**Run 1: pin map**

Pins as bars across the die edge, other pins in grey.
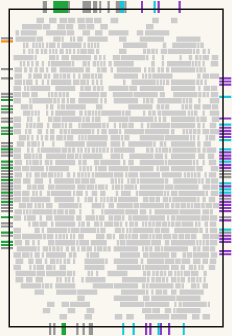
**Run 1: register map, names as in the netlist**

Other sequential cells in the stronger grey, the rest of the logic in the fainter grey.
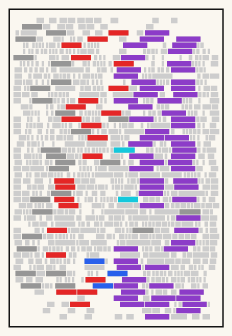
**Run 1: congestion heat map**

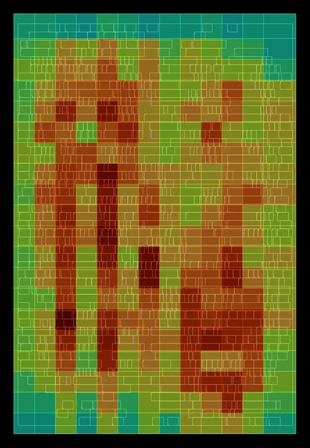
===== src/rtl/tinyqv_fetch_pkg.sv =====
// tinyqv_fetch_pkg
// Shared definitions for the TinyQV instruction prefetch path:
//   - fetch_state_e : prefetch FSM encoding (IDLE, REQ, RUN)
//   - HW_W          : halfword width
//   - is_compressed : RVC detect on the low halfword of an instruction
package tinyqv_fetch_pkg;

    localparam int HW_W = 16;

    typedef enum logic [1:0] {
        ST_IDLE = 2'd0,
        ST_REQ  = 2'd1,
        ST_RUN  = 2'd2
    } fetch_state_e;

    // An RV32IC instruction is 16-bit unless its two low bits are both set.
    function automatic logic is_compressed(input logic [HW_W-1:0] hw);
        return hw[1:0] != 2'b11;
    endfunction

endpackage


===== src/rtl/tinyqv_hw_fifo.sv =====
// tinyqv_hw_fifo
// Halfword queue for the prefetch buffer. Exposes the two oldest entries
// combinationally so the top level can assemble a 16- or 32-bit window.
// Ports:
//   clk, rstn      clock, asynchronous active-low reset (pointers/count only)
//   flush_i        drop all entries (wins over push/pop)
//   push_i         write push_data_i at the tail (caller guarantees not full)
//   push_data_i    halfword to write
//   pop_cnt_i      0, 1 or 2 entries to remove from the head
//   head0_o        oldest entry
//   head1_o        entry after the oldest
//   count_o        number of valid entries, 0..DEPTH
module tinyqv_hw_fifo
    import tinyqv_fetch_pkg::*;
#(
    parameter int DEPTH = 4
) (
    input  logic                       clk,
    input  logic                       rstn,
    input  logic                       flush_i,
    input  logic                       push_i,
    input  logic [HW_W-1:0]            push_data_i,
    input  logic [1:0]                 pop_cnt_i,
    output logic [HW_W-1:0]            head0_o,
    output logic [HW_W-1:0]            head1_o,
    output logic [$clog2(DEPTH):0]     count_o
);

    localparam int PW = $clog2(DEPTH);
    localparam int CW = PW + 1;

    // Storage is deliberately not reset; count gates every use of it.
    logic [HW_W-1:0] mem_q [DEPTH];

    logic [PW-1:0] rd_ptr_q, rd_ptr_d;
    logic [PW-1:0] wr_ptr_q, wr_ptr_d;
    logic [CW-1:0] count_q,  count_d;
    logic [PW-1:0] rd_ptr_p1;

    logic do_push;

    assign do_push   = push_i && !flush_i;
    assign rd_ptr_p1 = rd_ptr_q + PW'(1);

    always_comb begin
        rd_ptr_d = rd_ptr_q;
        wr_ptr_d = wr_ptr_q;
        count_d  = count_q;
        if (flush_i) begin
            rd_ptr_d = '0;
            wr_ptr_d = '0;
            count_d  = '0;
        end else begin
            rd_ptr_d = rd_ptr_q + PW'(pop_cnt_i);
            if (do_push) begin
                wr_ptr_d = wr_ptr_q + PW'(1);
            end
            count_d = count_q + CW'(do_push) - CW'(pop_cnt_i);
        end
    end

    always_ff @(posedge clk or negedge rstn) begin
        if (!rstn) begin
            rd_ptr_q <= '0;
            wr_ptr_q <= '0;
            count_q  <= '0;
        end else begin
            rd_ptr_q <= rd_ptr_d;
            wr_ptr_q <= wr_ptr_d;
            count_q  <= count_d;
        end
    end

    always_ff @(posedge clk) begin
        if (do_push) begin
            mem_q[wr_ptr_q] <= push_data_i;
        end
    end

    assign head0_o = mem_q[rd_ptr_q];
    assign head1_o = mem_q[rd_ptr_p1];
    assign count_o = count_q;

endmodule


===== src/rtl/tinyqv_instr_prefetch.sv =====
// tinyqv_instr_prefetch
// Prefetch buffer between the TinyQV decoder and the memory controller's
// instruction port. Requests a fetch stream, queues incoming halfwords and
// presents one aligned 16/32-bit instruction window with its PC.
// Ports:
//   clk, rstn                 clock, asynchronous active-low reset
//   pc_load, pc_load_addr     flush and restart fetch at a new PC [23:1]
//   instr_take                core consumes the current instruction
//   instr_out/valid/compressed/pc   instruction window to the core
//   instr_addr                next halfword fetch address [23:1]
//   instr_fetch_restart       request a new stream from instr_addr
//   instr_fetch_stall         ask the controller to hold off
//   instr_fetch_started/stopped     controller stream status pulses
//   instr_data, instr_ready   fetched halfword and its strobe
module tinyqv_instr_prefetch
    import tinyqv_fetch_pkg::*;
#(
    parameter int          DEPTH_HW   = 4,
    parameter logic [22:0] RESET_ADDR = 23'h0
) (
    input  logic        clk,
    input  logic        rstn,
    input  logic        pc_load,
    input  logic [22:0] pc_load_addr,
    input  logic        instr_take,
    output logic [31:0] instr_out,
    output logic        instr_valid,
    output logic        instr_compressed,
    output logic [22:0] instr_pc,
    output logic [22:0] instr_addr,
    output logic        instr_fetch_restart,
    output logic        instr_fetch_stall,
    input  logic        instr_fetch_started,
    input  logic        instr_fetch_stopped,
    input  logic [15:0] instr_data,
    input  logic        instr_ready
);

    localparam int CW = $clog2(DEPTH_HW) + 1;

    fetch_state_e state_q, state_d;
    logic [22:0]  pc_q, pc_d;
    logic [22:0]  fetch_pc_q, fetch_pc_d;

    logic [HW_W-1:0] head0, head1;
    logic [CW-1:0]   count;
    logic [CW-1:0]   count_after;
    logic            head_compressed;
    logic            full;
    logic            take;
    logic            push;
    logic [1:0]      pop_cnt;

    // Storage is not reset, so the compressed flag only means something
    // once the head entry holds real data.
    assign head_compressed = (count != '0) && is_compressed(head0);
    assign instr_valid     = (count >= CW'(2)) || head_compressed;
    assign full            = (count == CW'(DEPTH_HW));

    // pc_load overrides take and push in the same cycle.
    assign take    = instr_take && instr_valid && !pc_load;
    assign pop_cnt = take ? (head_compressed ? 2'd1 : 2'd2) : 2'd0;
    // A ready with the queue full is a controller protocol error: dropped.
    assign push    = (state_q == ST_RUN) && instr_ready && !full && !pc_load;

    assign count_after = count + CW'(push) - CW'(pop_cnt);

    tinyqv_hw_fifo #(
        .DEPTH(DEPTH_HW)
    ) u_fifo (
        .clk        (clk),
        .rstn       (rstn),
        .flush_i    (pc_load),
        .push_i     (push),
        .push_data_i(instr_data),
        .pop_cnt_i  (pop_cnt),
        .head0_o    (head0),
        .head1_o    (head1),
        .count_o    (count)
    );

    always_comb begin
        state_d    = state_q;
        pc_d       = pc_q;
        fetch_pc_d = fetch_pc_q;
        if (pc_load) begin
            state_d    = ST_REQ;
            pc_d       = pc_load_addr;
            fetch_pc_d = pc_load_addr;
        end else begin
            pc_d = pc_q + 23'(pop_cnt);
            if (push) begin
                fetch_pc_d = fetch_pc_q + 23'd1;
            end
            unique case (state_q)
                // Data arriving here belongs to the previous stream.
                ST_REQ:  if (instr_fetch_started) state_d = ST_RUN;
                ST_RUN:  if (instr_fetch_stopped) state_d = ST_IDLE;
                ST_IDLE: if (count_after <= CW'(DEPTH_HW - 2)) state_d = ST_REQ;
                default: state_d = ST_REQ;
            endcase
        end
    end

    always_ff @(posedge clk or negedge rstn) begin
        if (!rstn) begin
            state_q    <= ST_REQ;
            pc_q       <= RESET_ADDR;
            fetch_pc_q <= RESET_ADDR;
        end else begin
            state_q    <= state_d;
            pc_q       <= pc_d;
            fetch_pc_q <= fetch_pc_d;
        end
    end

    always_comb begin
        instr_out = 32'h0;
        if (instr_valid) begin
            instr_out = head_compressed ? {16'h0, head0} : {head1, head0};
        end
    end

    assign instr_compressed    = head_compressed;
    assign instr_pc            = pc_q;
    assign instr_addr          = fetch_pc_q;
    assign instr_fetch_restart = (state_q == ST_REQ);
    // Two entries of slack cover halfwords already in flight.
    assign instr_fetch_stall   = (state_q == ST_RUN) && (count >= CW'(DEPTH_HW - 2));

endmodule


===== config.mk =====
export PLATFORM = sky130hd
export DESIGN_NAME = tinyqv_instr_prefetch
export DESIGN_NICKNAME = d
export VERILOG_FILES = /design/src/rtl/tinyqv_fetch_pkg.sv /design/src/rtl/tinyqv_hw_fifo.sv /design/src/rtl/tinyqv_instr_prefetch.sv
export SDC_FILE = /design/constraint.sdc
export NUM_CORES = 1
export LEC_CHECK = 0
export ABC_AREA = 1
export CORE_ASPECT_RATIO = 1.5
export CORE_UTILIZATION = 53
export DETAILED_ROUTE_END_ITERATION = 12
export HOLD_SLACK_MARGIN = 0.03
export PLACE_DENSITY = 0.81
export SYNTH_ARGS = -nofsm -noshare
export SYNTH_HDL_FRONTEND = slang
export SYNTH_SLANG_ARGS = --single-unit

===== constraint.sdc =====
create_clock -name clk -period 2.85 [get_ports clk]
set_input_delay 0.57 -clock clk [delete_from_list [all_inputs] [get_ports clk]]
set_output_delay 0.57 -clock clk [all_outputs]
set_load 0.005 [all_outputs]

==> results.md, run 1 <==
| Result | Reported |
|:---|:---|
| Combinational fraction of the cell area | 32.53% |
| Final worst path period need | 2842 ps |
| Post-CTS Repair Setup Buffers | 6 |
| Longest Clk Path Bufs | 2 |
| Total of fill cells in the finished design | 831 |
| Global placer's final weighted congestion | 0.8410 |
| Die footprint | 0.01303 mm² |
| Placed Instances | 1071 |
| Max-slew violations | 0 |
| Net Sw Frac | 32.92% |
| Area share of the largest cell type after synthesis | 28.86% |
| Vertical die size | 139.3 µm |
| Met2 WL | 10.14 mm |
| Cell group occupying the most layout area | flip-flops and latches |
| CP Capture Point | instr_out[24] |
| Status | complete, no violations |
| Fmax achieved | 351.8 MHz |
| Global route overflow | 0 |
| Number of logged tool warnings | 34 |
| Tapcells | 153 |
| Arrival time of data at the critical path endpoint | 2270 ps |
| Most used routing layer | met2 |
| Top power group | combinational logic |
| Final core utilization | 75.86% |
| Most common logic cells in the final layout | sky130_fd_sc_hd__nand2_1, sky130_fd_sc_hd__clkdlybuf4s50_1, sky130_fd_sc_hd__inv_1, sky130_fd_sc_hd__nor2_1, sky130_fd_sc_hd__edfxtp_1 |
| R2R Path Start | u_fifo.rd_ptr_q[0] |
| Core utilization before placement | 54.86% |
| Post-synth ARST share | 46.22% |
| TritonCTS clock tree | yes |
| Most numerous cell types in the synthesized netlist | sky130_fd_sc_hd__nand2_1, sky130_fd_sc_hd__inv_1, sky130_fd_sc_hd__nor2_1 |
| Met3 WL post-DR | 1.318 mm |
| Kind of launch point of the worst setup path | flip-flop |
| CP max FO | 16 |
| Cell internal pwr | 4433 µW |
| Post-DP Area | 0.008305 mm² |
| Hold buffers post-CTS | 0 |
| Standby leakage power | 0.004093 µW |
| Combinational gate power | 2330 µW |
| Endpoint of the most critical register-to-register path | state_q[1] |
| Met2 Track Usage GR | 53.48% |
| Share of the clock period used by the worst path after layout | 99.74% |
| Total number of vias | 6255 |
| Global-route track usage on met1 | 35.47% |
| Row count | 49 |
| Setup slack on the worst flop-to-flop path | 70 ps |
| Combinational share of power | 35.2% |
| Number of violations reported at the end of detailed-routing iteration 0 | 367 |
| Cell count listed in synth_stat.txt | 779 |
| Max-capacitance violation count | 0 |
| Count of buffers from port buffering | 127 |
| Wire length of the first global-routing pass | 30.09 mm |
| VDD IR-drop max | 0.4503 mV |
| Via count normalized by instance count | 5.600 |
| Leading cell types by total area after synthesis | sky130_fd_sc_hd__edfxtp_1, sky130_fd_sc_hd__dfrtp_1, sky130_fd_sc_hd__nand2_1 |
| Seq share, synth | 49.54% |
| Cell type with the largest total area after synthesis | sky130_fd_sc_hd__edfxtp_1 |
| Worst-case headroom to the max-slew limit | 72.78% |
| Synth Register Bits | 119 |
| Number of flip-flops in the largest register | 64 |
| Signal buffers share of area | 19.06% |
| Post-Syn Instances | 779 |
| Setup slack at placement | -92.26 ps |
| Antenna violations before repair | 0 |
| Register area | 0.003302 mm² |
| Cell depth of the worst flop-to-flop path | 17 |
| Setup_tns | 0 ps |
| Std-Cell Core Area | 0.01214 mm² |
| M1 WL | 7.018 mm |
| Uppermost layer routed | met4 |
| Largest register by flop count | u_fifo.mem_q |
| Total number of clock tree sinks | 119 |
| HPWL reported at the end of detailed placement | 12.44 mm |
| Filler-free cell count of the finished design | 1117 |
| Clock transition time at the flip-flop clock pins of the worst setup and hold paths | 60 ps |
| Boundary pin count | 128 |
| Top-count cell post-synth | sky130_fd_sc_hd__nand2_1 |
| Hold Crit Class | primary input to async pin |
| Fraction of final layout cells sized beyond drive strength 1 | 15.98% |
| Distinct cell type count after synthesis | 45 |
| Transition time at the pin with the least slew margin | 408.3 ps |
| Most frequent logic cell in the layout | sky130_fd_sc_hd__nand2_1 |
| Cell area power density | 717.7 mW/mm² |
| TritonCTS buffer count | 17 |
| Width of the die | 93.53 µm |
| Synthesized Nets | 842 |
| CP startpoint | u_fifo.rd_ptr_q[0] |
| Mean post-synth cell area | 8.550 µm² |
| RSZ-0062 raised after global routing | true |
| Required time worst endpoint | 2280 ps |
Back to the opening pictures, 'pin map':
| colour | port | pins | direction | edge |
|---|---|---|---|---|
| orange | rstn | 1 | input | west |
| green | pc_load_addr | 23 | input | 14 west, 7 north, 2 south |
| cyan | instr_data | 16 | input | 9 east, 4 south, 3 north |
| purple | instr_out | 32 | output | 25 east, 4 south, 3 north |
all pins by edge: 45 west, 40 east, 27 north, 16 south

Back to the opening pictures, 'register map, names as in the netlist':
| colour | name in the netlist | sequential cells |
|---|---|---|
| blue | u_fifo.count_o | 3 |
| cyan | state_q | 2 |
| red | instr_pc | 23 |
| purple | u_fifo.mem_q | 64 |
not coloured: 27

Back to the opening pictures, 'congestion heat map':
met3 demand-to-capacity share in global routing: 5.847%
routed len/inst: 17.15 µm

[run 1: critical path: stages (launching register included)]
cell                            delay [ps]
sky130_fd_sc_hd__dfrtp_2               480
sky130_fd_sc_hd__clkinv_4              100
sky130_fd_sc_hd__buf_4                 110
sky130_fd_sc_hd__buf_4                 220
sky130_fd_sc_hd__nand2_1                80
sky130_fd_sc_hd__o21ai_0               120
sky130_fd_sc_hd__o22ai_1               150
sky130_fd_sc_hd__nor4_2                340
sky130_fd_sc_hd__dlygate4sd2_1         280
[run 1: kinds of logic after synthesis]
kind of cell	count (synthesis)	synth area share [%]
XOR/XNOR	23	3.025
AND/OR/NAND/NOR	351	23.35
adder cells (fa/ha/maj)	17	3.532
buffers and inverters	119	7.496
AND-OR/OR-AND	150	13.06
flip-flops	119	49.54
--- run 2 (diff from run 1) ---
Settings changed: HOLD_SLACK_MARGIN 0.03 to 0.06.
**Run 2: signal wires by layer**

Two of the layers only.
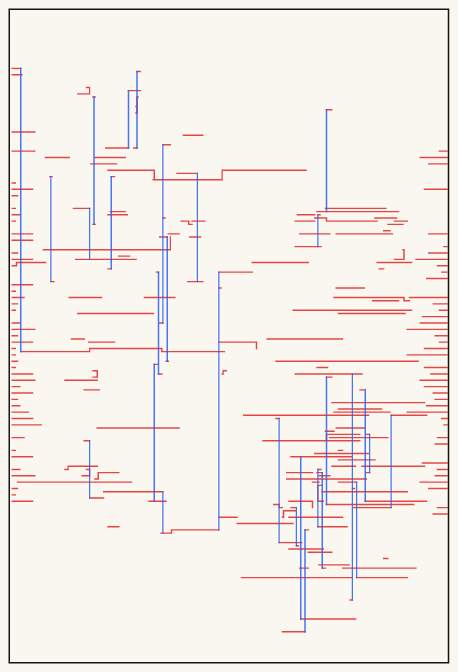
| colour | layer | wire length |
|---|---|---|
| red | M3 | 1320 µm |
| blue | M4 | 684 µm |

==> results.md, run 2 <==
| Result | Reported | Change |
|:---|:---|:---|
| Placed Instances | 1071 | unchanged |
| Fraction of the mapped netlist area in compound gates | 13.06% | unchanged |
| CP startpoint | u_fifo.rd_ptr_q[0] | unchanged |
| Number of logged tool warnings | 34 | unchanged |
| CP max FO | 16 | unchanged |
| Die footprint | 0.01303 mm² | unchanged |
| CP Capture Point | instr_out[24] | unchanged |
| Worst-case headroom to the max-slew limit | 72.78% | unchanged |
| Post-Syn Instances | 779 | unchanged |
| Mean post-synth cell area | 8.550 µm² | unchanged |
| Combinational gate power | 2330 µW | about the same |
| Crit. path cell count | 8 | unchanged |
| Synthesized Nets | 842 | unchanged |
| Filler-free cell count of the finished design | 1117 | unchanged |
| Count of buffers from port buffering | 127 | unchanged |
| Global-route track usage on met1 | 35.47% | unchanged |
| Number of violations reported at the end of detailed-routing iteration 0 | 367 | unchanged |
| Setup slack at placement | -92.26 ps | unchanged |
| Post-DP Area | 0.008305 mm² | unchanged |
| Signal buffers share of area | 19.06% | unchanged |
| Longest Clk Path Bufs | 2 | unchanged |
| Endpoint of the most critical register-to-register path | state_q[1] | unchanged |
| VDD IR-drop max | 0.4503 mV | unchanged |
| Status | complete, no violations | unchanged |
| Standby leakage power | 0.004093 µW | unchanged |
| Most used routing layer | met2 | unchanged |
| Fraction of final layout cells sized beyond drive strength 1 | 15.98% | unchanged |
| Core utilization before placement | 54.86% | unchanged |
| Met3 WL post-DR | 1.318 mm | unchanged |
| Synth Register Bits | 119 | unchanged |
| Met2 WL | 10.14 mm | unchanged |
| Top-count cell post-synth | sky130_fd_sc_hd__nand2_1 | unchanged |
| Post-synth ARST share | 46.22% | unchanged |
| Met3 demand-to-capacity share in global routing | 5.847% | unchanged |
| Tapcells | 153 | unchanged |
| TritonCTS buffer count | 17 | unchanged |
| Number of buffer and inverter stages on the critical path | 4 | unchanged |
| Combinational share of power | 35.2% | about the same |
| Cell internal pwr | 4433 µW | unchanged |
| Hold buffers post-CTS | 0 | unchanged |
| Kind of launch point of the worst setup path | flip-flop | unchanged |
| Fmax achieved | 351.8 MHz | unchanged |
| Width of the die | 93.53 µm | unchanged |
| Slowest cell on the critical path | sky130_fd_sc_hd__dfrtp_2 | unchanged |
| Area share of the largest cell type after synthesis | 28.86% | unchanged |
| Hold Crit Class | primary input to async pin | unchanged |
| Net Sw Frac | 32.92% | unchanged |
| Wire length of the first global-routing pass | 30.09 mm | unchanged |
| Setup_tns | 0 ps | unchanged |
| Cell count listed in synth_stat.txt | 779 | unchanged |
| Fraction of synthesized area in multiplexers | 0% | unchanged |
| Number of flip-flops in the largest register | 64 | unchanged |
| Leading cell types by total area after synthesis | sky130_fd_sc_hd__edfxtp_1, sky130_fd_sc_hd__dfrtp_1, sky130_fd_sc_hd__nand2_1 | unchanged |
| CP dominant cell by count | sky130_fd_sc_hd__buf_4 | unchanged |
| Required time worst endpoint | 2280 ps | about the same |
| Vertical die size | 139.3 µm | unchanged |
| Global route overflow | 0 | unchanged |
| Row count | 49 | unchanged |
| Max-slew violations | 0 | unchanged |
| Share of the clock period used by the worst path after layout | 99.74% | unchanged |
| RSZ-0062 raised after global routing | true | unchanged |
| Most numerous cell types in the synthesized netlist | sky130_fd_sc_hd__nand2_1, sky130_fd_sc_hd__inv_1, sky130_fd_sc_hd__nor2_1 | unchanged |
| Antenna violations before repair | 0 | unchanged |
| Sequence of cells on the critical path | clkinv_4 > buf_4 > buf_4 > nand2_1 > o21ai_0 > o22ai_1 > nor4_2 > dlygate4sd2_1 | unchanged |
| AND/OR/NAND/NOR Cells, Area Fraction | 23.35% | unchanged |
| Via count normalized by instance count | 5.600 | unchanged |
| Total of fill cells in the finished design | 831 | unchanged |
| Transition time at the pin with the least slew margin | 408.3 ps | unchanged |
| Cell area power density | 717.7 mW/mm² | unchanged |
| Final worst path period need | 2842 ps | unchanged |
| Post-CTS Repair Setup Buffers | 6 | unchanged |
| Most frequent logic cell in the layout | sky130_fd_sc_hd__nand2_1 | unchanged |
| Top power group | combinational logic | unchanged |
| Top cell family by delay on the critical path | buffers and inverters | unchanged |
| Met2 Track Usage GR | 53.48% | unchanged |
| Post-synthesis adder-cell area fraction | 3.532% | unchanged |
| Distinct cell type count after synthesis | 45 | unchanged |
**Run 2: metal 3**

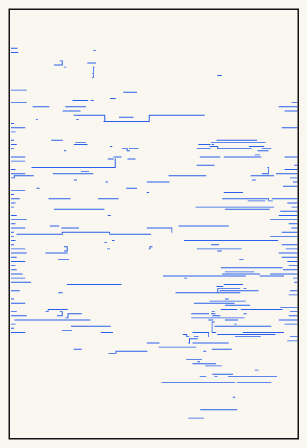
longest straight run: 30.4 µm
wire length on this layer: 1320 µm
main direction: horizontal
nets with wire on the layer: 181
share of all routed wire: 6.9%

-- run 2: cell counts in the layout (fill, tap and decap cells not counted) --
Identical to the previous run, type by type.
-- run 2: how the worst min path moves through the flow --
stage	from	end	slack (ps)	depth (start not counted)
global route	rstn	instr_addr[15]	160	2
CTS	rstn	instr_addr[15]	150	2
finish	rstn	instr_addr[16]	140	2
global placement	state_q[0]	state_q[0]	500	2
floorplan	rstn	instr_addr[0]	270	0
detailed placement	state_q[0]	state_q[0]	510	2
-- run 2: cell families after synthesis --
kind of cell	Yosys count
DFF	119
xor gates and xnor gates	23
adders and majority gates	17
and+or+nand+nor	351
buffers and inverters	119
AOI/OAI and AO/OA	150
Power and IR drop assume default switching activity.
